<file path="src/rtl/uart_pkg.sv">
// Shared types and constants for the uart_rx_byte receiver: FSM state
// encoding, frame constants and the clocks-per-bit helper.
package uart_pkg;

  localparam int   DATA_BITS = 8;
  localparam logic LINE_IDLE = 1'b1;

  typedef enum logic [2:0] {
    ST_IDLE,
    ST_START,
    ST_DATA,
    ST_PARITY,
    ST_STOP,
    ST_BREAK
  } uart_state_t;

  // Clocks per bit; callers must keep the result >= 4 so the half-bit
  // sample point lands strictly inside the start bit.
  function automatic int calc_div(input int clk_freq, input int baud);
    return clk_freq / baud;
  endfunction

endpackage

</file>
<file path="src/rtl/sync_2ff.sv">
// Generic two-flop synchronizer for a single asynchronous level, with a
// configurable value loaded by the synchronous active-high reset.
module sync_2ff #(
  parameter logic RST_VAL = 1'b1
) (
  input  logic clk,
  input  logic rst,
  input  logic i_d,
  output logic o_q
);

  logic r_meta;
  logic r_sync;

  // NOTE: both stages reset to the line's idle level so a reset never
  // fabricates a falling edge that the receiver would take as a start bit.
  always_ff @(posedge clk) begin
    if (rst) begin
      r_meta <= RST_VAL;
      r_sync <= RST_VAL;
    end else begin
      r_meta <= i_d;
      r_sync <= r_meta;
    end
  end

  assign o_q = r_sync;

endmodule

</file>
<file path="src/rtl/uart_rx_byte.sv">
// UART 8N1 receiver with a single-entry holding register and valid/ready
// output. Define UART_RX_PARITY_EN to add an even-parity bit after the data.
module uart_rx_byte
  import uart_pkg::*;
#(
  parameter int CLK_FREQ = 100000000,
  parameter int BAUD     = 9600
) (
  input  logic       clk,
  input  logic       rst,
  input  logic       rxd,
  output logic [7:0] d_rx,
  output logic       vld_rx,
  input  logic       rdy_rx,
  output logic       ovr_err,
  output logic       frm_err
);

  localparam int DIV   = calc_div(CLK_FREQ, BAUD);
  localparam int CNT_W = $clog2(DIV);
  localparam logic [CNT_W-1:0] CNT_HALF = CNT_W'(DIV / 2 - 1);
  localparam logic [CNT_W-1:0] CNT_LAST = CNT_W'(DIV - 1);
  localparam logic [2:0]       BI_LAST  = 3'(DATA_BITS - 1);

  logic w_rxd_s;
  logic w_take;

  uart_state_t            r_state;
  logic [CNT_W-1:0]       r_cnt;
  logic [2:0]             r_bi;
  logic [DATA_BITS-1:0]   r_shreg;
  logic [7:0]             r_d_rx;
  logic                   r_vld_rx;
  logic                   r_ovr_err;
  logic                   r_frm_err;
`ifdef UART_RX_PARITY_EN
  logic                   r_par_bad;
`endif

  sync_2ff #(.RST_VAL(LINE_IDLE)) u_sync_rxd (
    .clk (clk),
    .rst (rst),
    .i_d (rxd),
    .o_q (w_rxd_s)
  );

  assign w_take = r_vld_rx & rdy_rx;

  // NOTE: the consume clear is written before the FSM so that a delivery in
  // the same cycle, assigned later with <=, wins and keeps vld_rx high.
  always_ff @(posedge clk) begin
    if (rst) begin
      r_state   <= ST_IDLE;
      r_cnt     <= '0;
      r_bi      <= '0;
      r_shreg   <= '0;
      r_d_rx    <= '0;
      r_vld_rx  <= 1'b0;
      r_ovr_err <= 1'b0;
      r_frm_err <= 1'b0;
`ifdef UART_RX_PARITY_EN
      r_par_bad <= 1'b0;
`endif
    end else begin
      r_ovr_err <= 1'b0;
      r_frm_err <= 1'b0;
      if (w_take) r_vld_rx <= 1'b0;

      case (r_state)
        ST_IDLE: begin
          r_cnt <= '0;
          if (w_rxd_s != LINE_IDLE) r_state <= ST_START;
        end

        ST_START: begin
          if (r_cnt == CNT_HALF) begin
            r_cnt   <= '0;
            r_bi    <= '0;
            r_state <= (w_rxd_s == LINE_IDLE) ? ST_IDLE : ST_DATA;
          end else begin
            r_cnt <= r_cnt + CNT_W'(1);
          end
        end

        ST_DATA: begin
          if (r_cnt == CNT_LAST) begin
            r_cnt         <= '0;
            r_shreg[r_bi] <= w_rxd_s;
            if (r_bi == BI_LAST) begin
`ifdef UART_RX_PARITY_EN
              r_state <= ST_PARITY;
`else
              r_state <= ST_STOP;
`endif
            end else begin
              r_bi <= r_bi + 3'd1;
            end
          end else begin
            r_cnt <= r_cnt + CNT_W'(1);
          end
        end

`ifdef UART_RX_PARITY_EN
        ST_PARITY: begin
          if (r_cnt == CNT_LAST) begin
            r_cnt     <= '0;
            r_par_bad <= ^{r_shreg, w_rxd_s};
            r_state   <= ST_STOP;
          end else begin
            r_cnt <= r_cnt + CNT_W'(1);
          end
        end
`endif

        ST_STOP: begin
          if (r_cnt == CNT_LAST) begin
            r_cnt <= '0;
            if (w_rxd_s != LINE_IDLE) begin
              r_frm_err <= 1'b1;
              r_state   <= ST_BREAK;
            end else begin
              r_state <= ST_IDLE;
`ifdef UART_RX_PARITY_EN
              if (r_par_bad) begin
                r_frm_err <= 1'b1;
              end else
`endif
              if (!r_vld_rx || w_take) begin
                r_d_rx   <= r_shreg;
                r_vld_rx <= 1'b1;
              end else begin
                r_ovr_err <= 1'b1;
              end
            end
          end else begin
            r_cnt <= r_cnt + CNT_W'(1);
          end
        end

        // A line held low after a bad stop bit must go idle before re-arming.
        ST_BREAK: begin
          r_cnt <= '0;
          if (w_rxd_s == LINE_IDLE) r_state <= ST_IDLE;
        end

        default: r_state <= ST_IDLE;
      endcase
    end
  end

  assign d_rx    = r_d_rx;
  assign vld_rx  = r_vld_rx;
  assign ovr_err = r_ovr_err;
  assign frm_err = r_frm_err;

endmodule

</file>
<file path="config.mk">
export PLATFORM = sky130hd
export DESIGN_NAME = uart_rx_byte
export DESIGN_NICKNAME = d
export VERILOG_FILES = /design/src/rtl/uart_pkg.sv /design/src/rtl/sync_2ff.sv /design/src/rtl/uart_rx_byte.sv
export SDC_FILE = /design/constraint.sdc
export NUM_CORES = 1
export LEC_CHECK = 0
export CAP_MARGIN = 10
export CORE_MARGIN = 4
export CORE_UTILIZATION = 60
export CTS_CLUSTER_DIAMETER = 30
export DETAILED_ROUTE_END_ITERATION = 8
export PLACE_DENSITY_LB_ADDON = 0.15
export SLEW_MARGIN = 20
export SYNTH_ARGS = -nofsm -noshare
export SYNTH_HDL_FRONTEND = slang
export SYNTH_SLANG_ARGS = --single-unit
export TNS_END_PERCENT = 30
</file>
<file path="constraint.sdc">
create_clock -name clk -period 6 [get_ports clk]
set_input_delay 0.9 -clock clk [delete_from_list [all_inputs] [get_ports clk]]
set_output_delay 0.9 -clock clk [all_outputs]
set_load 0.01 [all_outputs]
</file>
Figure 1. Routed metal, one color a layer.
Scale bar: 20 um. Two of the layers only.
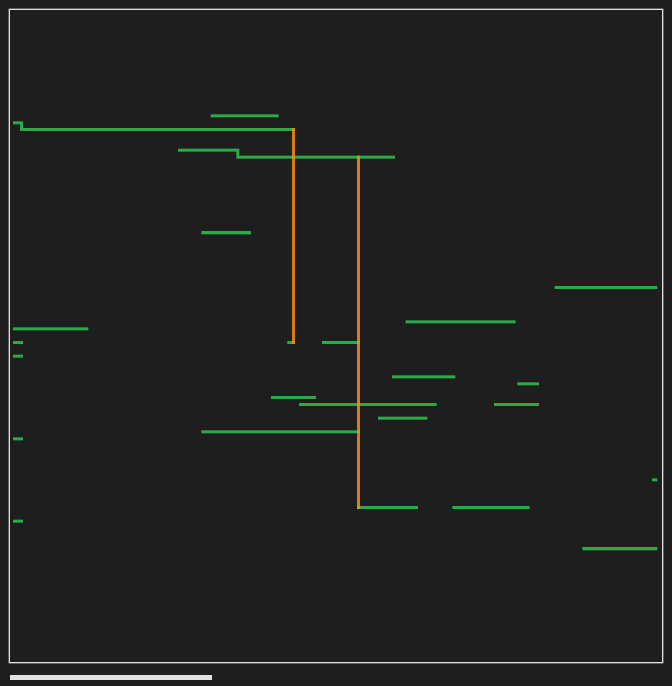
legend:
  orange:
    layer: metal 4
    wire_length: 55.8 um
  green:
    layer: metal 3
    wire_length: 165 um

Figure 2. M1 wires.
Scale bar: 20 um. Cells faint in the background.
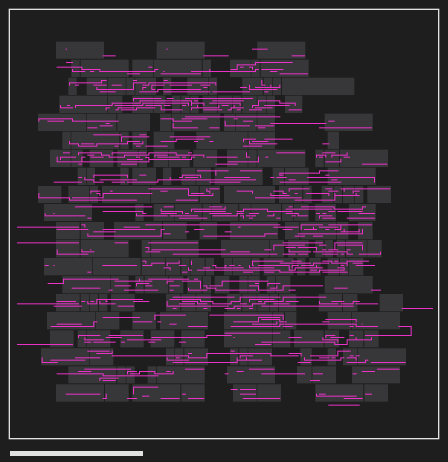
wire length on this layer: 1730 um
share of all routed wire: 47%
nets with wire on the layer: 214

Figure 3. Zoomed window.
Scale bar: 5 um. Window x 38 to 58, y 38 to 58 um. Cells in gray, sequential cells in the stronger gray; small squares are vias.
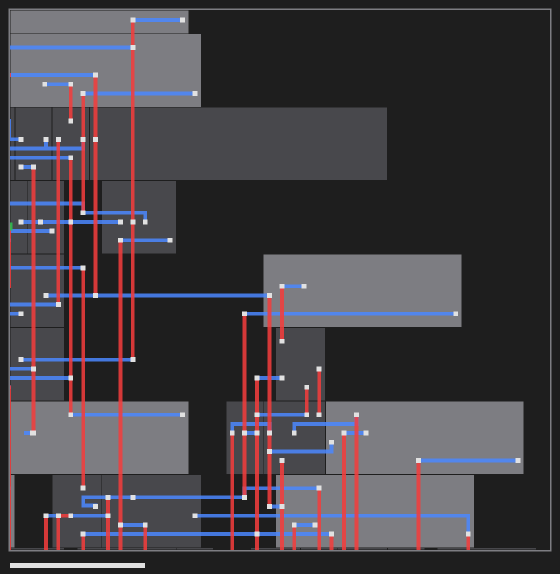
legend:
  blue:
    layer: metal 1
  red:
    layer: metal 2
  green:
    layer: metal 3
netlist names of flops here include: r_state (3), r_cnt (2)
most frequent: dfxtp_1 (5), nor2_1 (2)
sequential cells in the window: 5
cells with their middle in the window: 16

Figure 4. Signal metal coverage by tile.
The die is cut into 13 by 13 equal tiles; white is low, dark blue is high, scaled to the fullest tile. Values are wire area over tile area, all layers added.
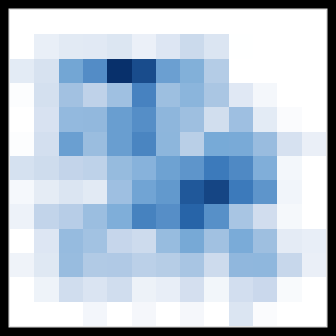
fullest tile: 0.57
nearly empty tiles: 25%
tiles over half the peak: 16%

==> changes_impl.md <==
### Changed

* Outcome: complete, no violations
* Number of I/O port buffers at 14
* Total instance count after detailed placement at 258
* Fillers at 250
* Vertical extent of the die at 64.5 um
* Global routing met2 resource utilization at 32.1%
* CTS Root Cell: clkbuf_4
* Maximum clock path buffer count at 2
* VDD IR-drop max at 0.158 mV
* Drt initial violations at 137
* Final Cycle Share at 44.2%
* Required @ worst endpoint at 6.21 ns
* Vias per cell at 5.69
* Clock Sinks at 41
* Die area at 4170 um^2
* Combinational share of cell area at 47.9%
* Area fraction in mux cells at 9.39%
* Vias in the first global route at 1479
* Clk slew on worst S/H paths at 0.12 ns
* Layout cells sized above 1 at 7.21%
* Antenna violations before repair at 0
* Power in the clock group at 0.186 mW
* Share of the synthesized area in the top cell type at 42.8%
* CTS tree: built
* Number of endpoints with negative hold slack in the final report at 0
* Delay contributed by the slowest stage of the critical path at 0.70 ns
* Sequential cells at 41
* Top cells by count: dfxtp_1, nor2_1, mux2i_1
* Net switching power at 0.109 mW
* Final number of max-transition violations at 0
* Worst-case headroom to the max-slew limit at 34.0%
No activity file was given, so power comes from the tool's default toggle rates.
